--- config.mk ---
export PLATFORM = sky130hd
export DESIGN_NAME = pwm_fade_sched
export DESIGN_NICKNAME = d
export VERILOG_FILES = /design/src/rtl/pwm_pkg.sv /design/src/rtl/pwm_fade_chan.sv /design/src/rtl/pwm_fade_sched.sv
export SDC_FILE = /design/constraint.sdc
export NUM_CORES = 1
export LEC_CHECK = 0
export CAP_MARGIN = 10
export CORE_ASPECT_RATIO = 0.8
export CORE_MARGIN = 2
export CORE_UTILIZATION = 58
export CTS_BUF_LIST = sky130_fd_sc_hd__clkbuf_4
export DETAILED_ROUTE_END_ITERATION = 12
export PLACE_DENSITY = 0.92
export SETUP_SLACK_MARGIN = 0.05
export SLEW_MARGIN = 10
export SYNTH_ARGS = -nofsm -noshare
export SYNTH_HDL_FRONTEND = slang
export SYNTH_SLANG_ARGS = --single-unit
--- constraint.sdc ---
create_clock -name clk -period 4.59 [get_ports clk]
set_clock_uncertainty 0.2 [all_clocks]
set_input_delay 0.918 -clock clk [delete_from_list [all_inputs] [get_ports clk]]
set_output_delay 0.918 -clock clk [all_outputs]
set_load 0.01 [all_outputs]
--- src/rtl/pwm_pkg.sv ---
// Shared definitions for the PWM fade scheduler: level width, period length,
// per-channel FSM encoding and the saturating step helper.
package pwm_pkg;

   localparam int PWM_LEVEL_W = 8;
   localparam int PWM_PERIOD  = 255;

   typedef enum logic {
      IDLE = 1'b0,
      RAMP = 1'b1
   } fade_state_t;

   // Moves cur one step toward tgt; a 9-bit distance keeps it from overshooting or wrapping.
   function automatic logic [PWM_LEVEL_W-1:0] fade_step(
      input logic [PWM_LEVEL_W-1:0] cur,
      input logic [PWM_LEVEL_W-1:0] tgt,
      input logic [PWM_LEVEL_W-1:0] stp
   );
      logic [PWM_LEVEL_W:0] w_dist;
      if (tgt > cur) begin
         w_dist = {1'b0, tgt} - {1'b0, cur};
         if (w_dist <= {1'b0, stp}) fade_step = tgt;
         else                       fade_step = cur + stp;
      end else begin
         w_dist = {1'b0, cur} - {1'b0, tgt};
         if (w_dist <= {1'b0, stp}) fade_step = tgt;
         else                       fade_step = cur - stp;
      end
   endfunction

endpackage

--- src/rtl/pwm_fade_chan.sv ---
// One fade channel: IDLE/RAMP FSM, period-interval divider and stepping of the
// programmed level toward its target.
module pwm_fade_chan
   import pwm_pkg::*;
(
   input  logic                   clk,
   input  logic                   rstn,
   input  logic                   i_load,
   input  logic                   i_tick,
   input  logic [PWM_LEVEL_W-1:0] i_tgt,
   input  logic [PWM_LEVEL_W-1:0] i_stp,
   input  logic [PWM_LEVEL_W-1:0] i_div,
   output logic [PWM_LEVEL_W-1:0] o_level,
   output logic                   o_set_level,
   output logic                   o_busy,
   output logic                   o_done
);

   fade_state_t            r_state;
   logic [PWM_LEVEL_W-1:0] r_cur;
   logic [PWM_LEVEL_W-1:0] r_tgt;
   logic [PWM_LEVEL_W-1:0] r_stp;
   logic [PWM_LEVEL_W-1:0] r_div;
   logic [PWM_LEVEL_W-1:0] r_dcnt;
   logic                   r_set_level;
   logic                   r_done;
   logic [PWM_LEVEL_W-1:0] w_next;

   assign w_next = fade_step(r_cur, r_tgt, r_stp);

   always_ff @(posedge clk or negedge rstn) begin
      if (!rstn) begin
         r_state     <= IDLE;
         r_cur       <= '0;
         r_tgt       <= '0;
         r_stp       <= '0;
         r_div       <= '0;
         r_dcnt      <= '0;
         r_set_level <= 1'b0;
         r_done      <= 1'b0;
      end else begin
         r_set_level <= 1'b0;
         r_done      <= 1'b0;
         // A load takes priority over a coincident tick, which is then simply lost.
         if (i_load) begin
            r_tgt  <= i_tgt;
            r_stp  <= i_stp;
            r_div  <= i_div;
            r_dcnt <= i_div;
            if (i_tgt == r_cur) begin
               r_state <= IDLE;
               r_done  <= 1'b1;
            end else if (i_stp == '0) begin
               r_cur       <= i_tgt;
               r_set_level <= 1'b1;
               r_done      <= 1'b1;
               r_state     <= IDLE;
            end else begin
               r_state <= RAMP;
            end
         end else if (r_state == RAMP && i_tick) begin
            if (r_dcnt != '0) begin
               r_dcnt <= r_dcnt - PWM_LEVEL_W'(1);
            end else begin
               r_dcnt      <= r_div;
               r_cur       <= w_next;
               r_set_level <= 1'b1;
               if (w_next == r_tgt) begin
                  r_done  <= 1'b1;
                  r_state <= IDLE;
               end
            end
         end
      end
   end

   assign o_level     = r_cur;
   assign o_set_level = r_set_level;
   assign o_busy      = (r_state == RAMP);
   assign o_done      = r_done;

endmodule

--- src/rtl/pwm_fade_sched.sv ---
// Fade scheduler for a bank of PWM channels: shared period tick, config decode
// and one pwm_fade_chan per channel driving pwm_ctrl level/set_level.
module pwm_fade_sched
   import pwm_pkg::*;
#(
   parameter int NUM_CH = 4,
   parameter int PERIOD = PWM_PERIOD
)(
   input  logic                          clk,
   input  logic                          rstn,
   input  logic                          cfg_wr,
   input  logic [2:0]                    cfg_ch,
   input  logic [PWM_LEVEL_W-1:0]        cfg_target,
   input  logic [PWM_LEVEL_W-1:0]        cfg_step,
   input  logic [PWM_LEVEL_W-1:0]        cfg_div,
   output logic [PWM_LEVEL_W*NUM_CH-1:0] level,
   output logic [NUM_CH-1:0]             set_level,
   output logic [NUM_CH-1:0]             busy,
   output logic [NUM_CH-1:0]             done
);

   localparam int PCNT_W = (PERIOD > 1) ? $clog2(PERIOD) : 1;

   logic [PCNT_W-1:0] r_pcnt;
   logic              w_tick;

   // Mirrors the pwm_ctrl counter so steps land on period boundaries.
   assign w_tick = (r_pcnt == PCNT_W'(PERIOD - 1));

   always_ff @(posedge clk or negedge rstn) begin
      if (!rstn)       r_pcnt <= '0;
      else if (w_tick) r_pcnt <= '0;
      else             r_pcnt <= r_pcnt + PCNT_W'(1);
   end

   genvar gi;
   generate
      for (gi = 0; gi < NUM_CH; gi++) begin : g_ch
         logic w_load;
         assign w_load = cfg_wr && (cfg_ch == 3'(gi));

         pwm_fade_chan u_chan (
            .clk         (clk),
            .rstn        (rstn),
            .i_load      (w_load),
            .i_tick      (w_tick),
            .i_tgt       (cfg_target),
            .i_stp       (cfg_step),
            .i_div       (cfg_div),
            .o_level     (level[gi*PWM_LEVEL_W +: PWM_LEVEL_W]),
            .o_set_level (set_level[gi]),
            .o_busy      (busy[gi]),
            .o_done      (done[gi])
         );
      end
   endgenerate

endmodule

==> impl_metrics.toml <==
# yosys + openroad results
[outcome]
outcome = "finished, final reports clean"

[clock_tree]
clockRootBuffer = "clkbuf_4"
cts.sinks = 180
cts_tree = "done"
cts.repair.resized = 8
ctsHoldBuffers = 0
postCtsSetupBuffers = 2
cts.reportedPaths.clkPinSlew_ps = 180
cts-htree-levels = 4

[finish]
nets = 2308
clock_area_share_pct = 1.51
fin_util_pct = 66.2
dominant-cell-class = "multi-input combinational cells"
drive_gt1_share_pct = 10.1
syn_to_final_growth_pct = 12.1
seq_share_pct = 24.9
logic_gate_count = 1549
fillers = 2185
stdcell_area_um2 = 18100
antenna_cells = 1
fin_cells = 2450
combAreaFraction_pct = 59.9
combGateArea_um2 = 10800
inv_count = 162
seqCellArea_um2 = 4510
n_all_buffers = 162
nonClkBufAreaFrac_pct = 7.81
nClkBuffers = 18

[worst_setup_path]
arrival_ps = 4810
timing.rr.start = "g_ch[3].u_chan.o_level[0]$_DFFE_PN0P_"
cp-start-kind = "flip-flop"
critPathSlowestCell = "or4_4"
setup.worst_path.end = "g_ch[3].u_chan.o_busy$_DFFE_PN0P_"
r2r_slack_ps = 120
path_max_fanout = 4
r2r-end = "g_ch[3].u_chan.o_busy$_DFFE_PN0P_"
crit_chain = "inv_2, ha_4, inv_2, fa_2, a21o_1, a21oi_2, o21ai_2, nor2_2, xnor2_1, ha_1, a211oi_2, o211ai_1, a31oi_1, a211oi_2, or4_4, mux2_4, nand2_2, o2111ai_2, a2111o_1, a21boi_1"
cp_top_family = "AND-OR/OR-AND gates"
crit_path_start = "g_ch[3].u_chan.o_level[0]$_DFFE_PN0P_"
critPathCaptureType = "flip-flop"
path_buffers = 2
worstSetupPathDepth = 20
slowest_delay_ps = 520
path_class = "flip-flop to flip-flop"
rr_worst_depth = 20
crit_required_ps = 4930

[die]
fp_util_pct = 59.1
die_area_um2 = 29200
die_w_um = 191
rows = 54
io_pins = 74
fp.dieH_um = 153
core_um2 = 27400

[synthesis]
ys_cells = 1987
synthArstFlopShare_pct = 100
top_cell = "nand2_1"
edf_count = 0
flop_cell = "dfrtp_1"
top_area_cell = "dfrtp_1"
yosysSeqAreaShare_pct = 27.9
avgSynthCellArea_um2 = 8.14
synth_warnings = 0
area_leaders = "dfrtp_1, ha_1, nand2_1"
common_cells = "nand2_1, ha_1, dfrtp_1"
floorplan.nets = 2223
synthDistinctLibCells = 79
netlist.area_leader.share_pct = 27.9
ys_area_um2 = 16200
syn_area_um2 = 16200
synth_flops = 180

[timing]
rsz0062_at_grt = "yes"
fin_crit_sh_pct = 97.5
min_period_ps = 4470
hold_viol = 0
timing.slew.headroom_pct = 38.6
timing.hold.ws_ps = 144
setup_slack_ps = 117
finalSetupTns_ps = 0
slew_violations = 0
setup_violations = 0
worst_slew_pin_slew_ps = 921
fmax_mhz = 224

[drt]
top_layer = "met4"
drt_first_iter_violations = 1985
vias_per_cell = 6.36
drtAntennaViolNets = 0
firstDrtPassIters = 6
wl_met1_um = 20900
wl_met2_um = 21200
remaining_drc_errors = 0
wl_met3_um = 5490

[pwr]
peakVddDrop_mv = 0.197
total_leakage_power_nw = 8.31
power.density_cell_area_nw_per_um2 = 430
finalPower_w = 0.00779

[global_routing]
met2_usage_pct = 49.2
grt_pass1_vias = 14538
track_usage_pct = 33.6
grt-ovfl-total = 0
grt_pass1_wl_um = 77800
antenna_found_initial = 1
use_met3_pct = 7.94
grt_max_degree = 106
top_usage_layer = "met2"

[worst_hold_path]
hold_class = "input port to async pin"

[placed_design]
routabilityCongestion = 1.02
placed_cells = 2391
port_buffers = 73
post-place-ws_ps = -67.9
place_hpwl_um = 37800

[run]
cap_violations = 0
warnings = 96
[kinds of logic after synthesis]
group | synth area share [%]
compound gates | 23.3
xor+xnor | 8.18
simple gates | 16.5
buf+inv | 6.51
mux | 0.882
flops | 27.9
fa+ha+maj | 16.7
[layout by cell type, fill, tap and decap left out, types with 27 or more instances in the layout]
cell type and instances:
a21o_1 48, a21oi_1 140, buf_4 88, clkdlybuf4s50_1 72, dfrtp_1 172, ha_1 185
inv_1 153, nand2_1 242, nand4_1 32, nor2_1 130, nor3_1 30, o21ai_0 163
o22ai_1 27, xnor2_1 96, xor2_1 55
[power breakdown]
group          leakage (nW)  internal, W  switching (W)
logic                  5.97      0.00201        0.00273
registers              2.19      0.00184       0.000287
clock network         0.149     0.000250       0.000667
total                  8.31      0.00410        0.00368
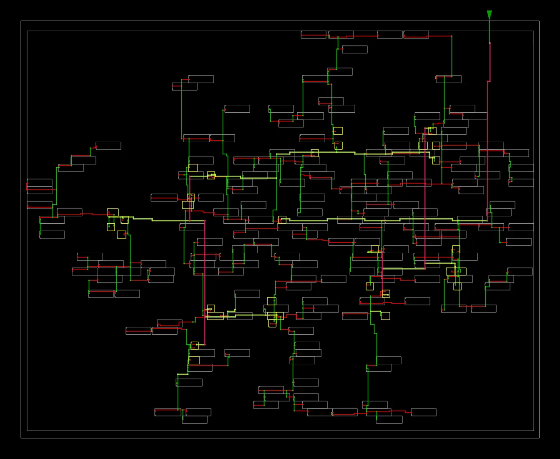
(images/clock_nets.png)
Inserted Clock Buffers: 17
clk latency late pin: 630 ps
Flops: 180
Clk. pwr: 0.000917 W

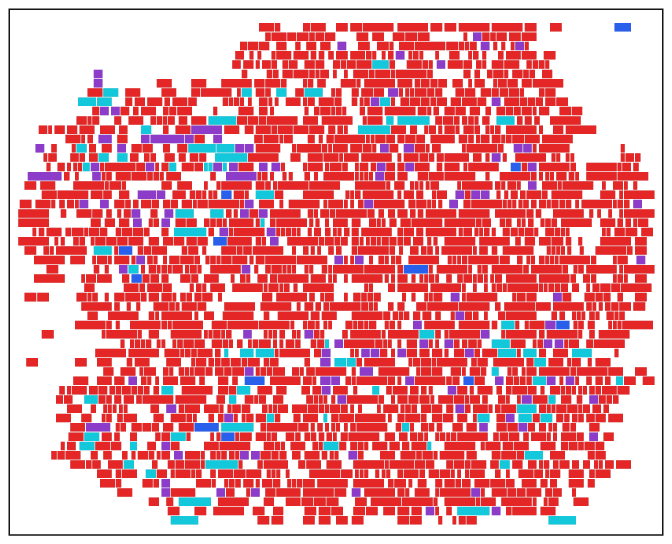
(images/sizing.png)
| colour | size | cells |
|---|---|---|
| cyan | x2 | 77 |
| red | x1 and smaller | 1874 |
| purple | x3 and x4 | 122 |
| blue | x6 and larger | 12 |

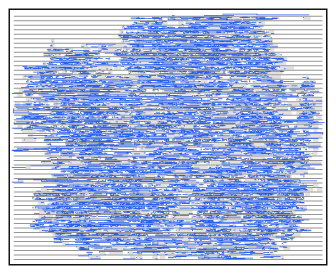
(images/m1.png)
Supply wires on this layer in grey.
longest straight run: 44.8 µm
main direction: horizontal
share of all routed wire: 42%
wire length on this layer: 20.9 mm
nets with wire on the layer: 2123
via count: 15588
met1 Use GR: 47.7%
post-detailed-routing wire length: 49800 µm

Power and IR drop assume default switching activity.
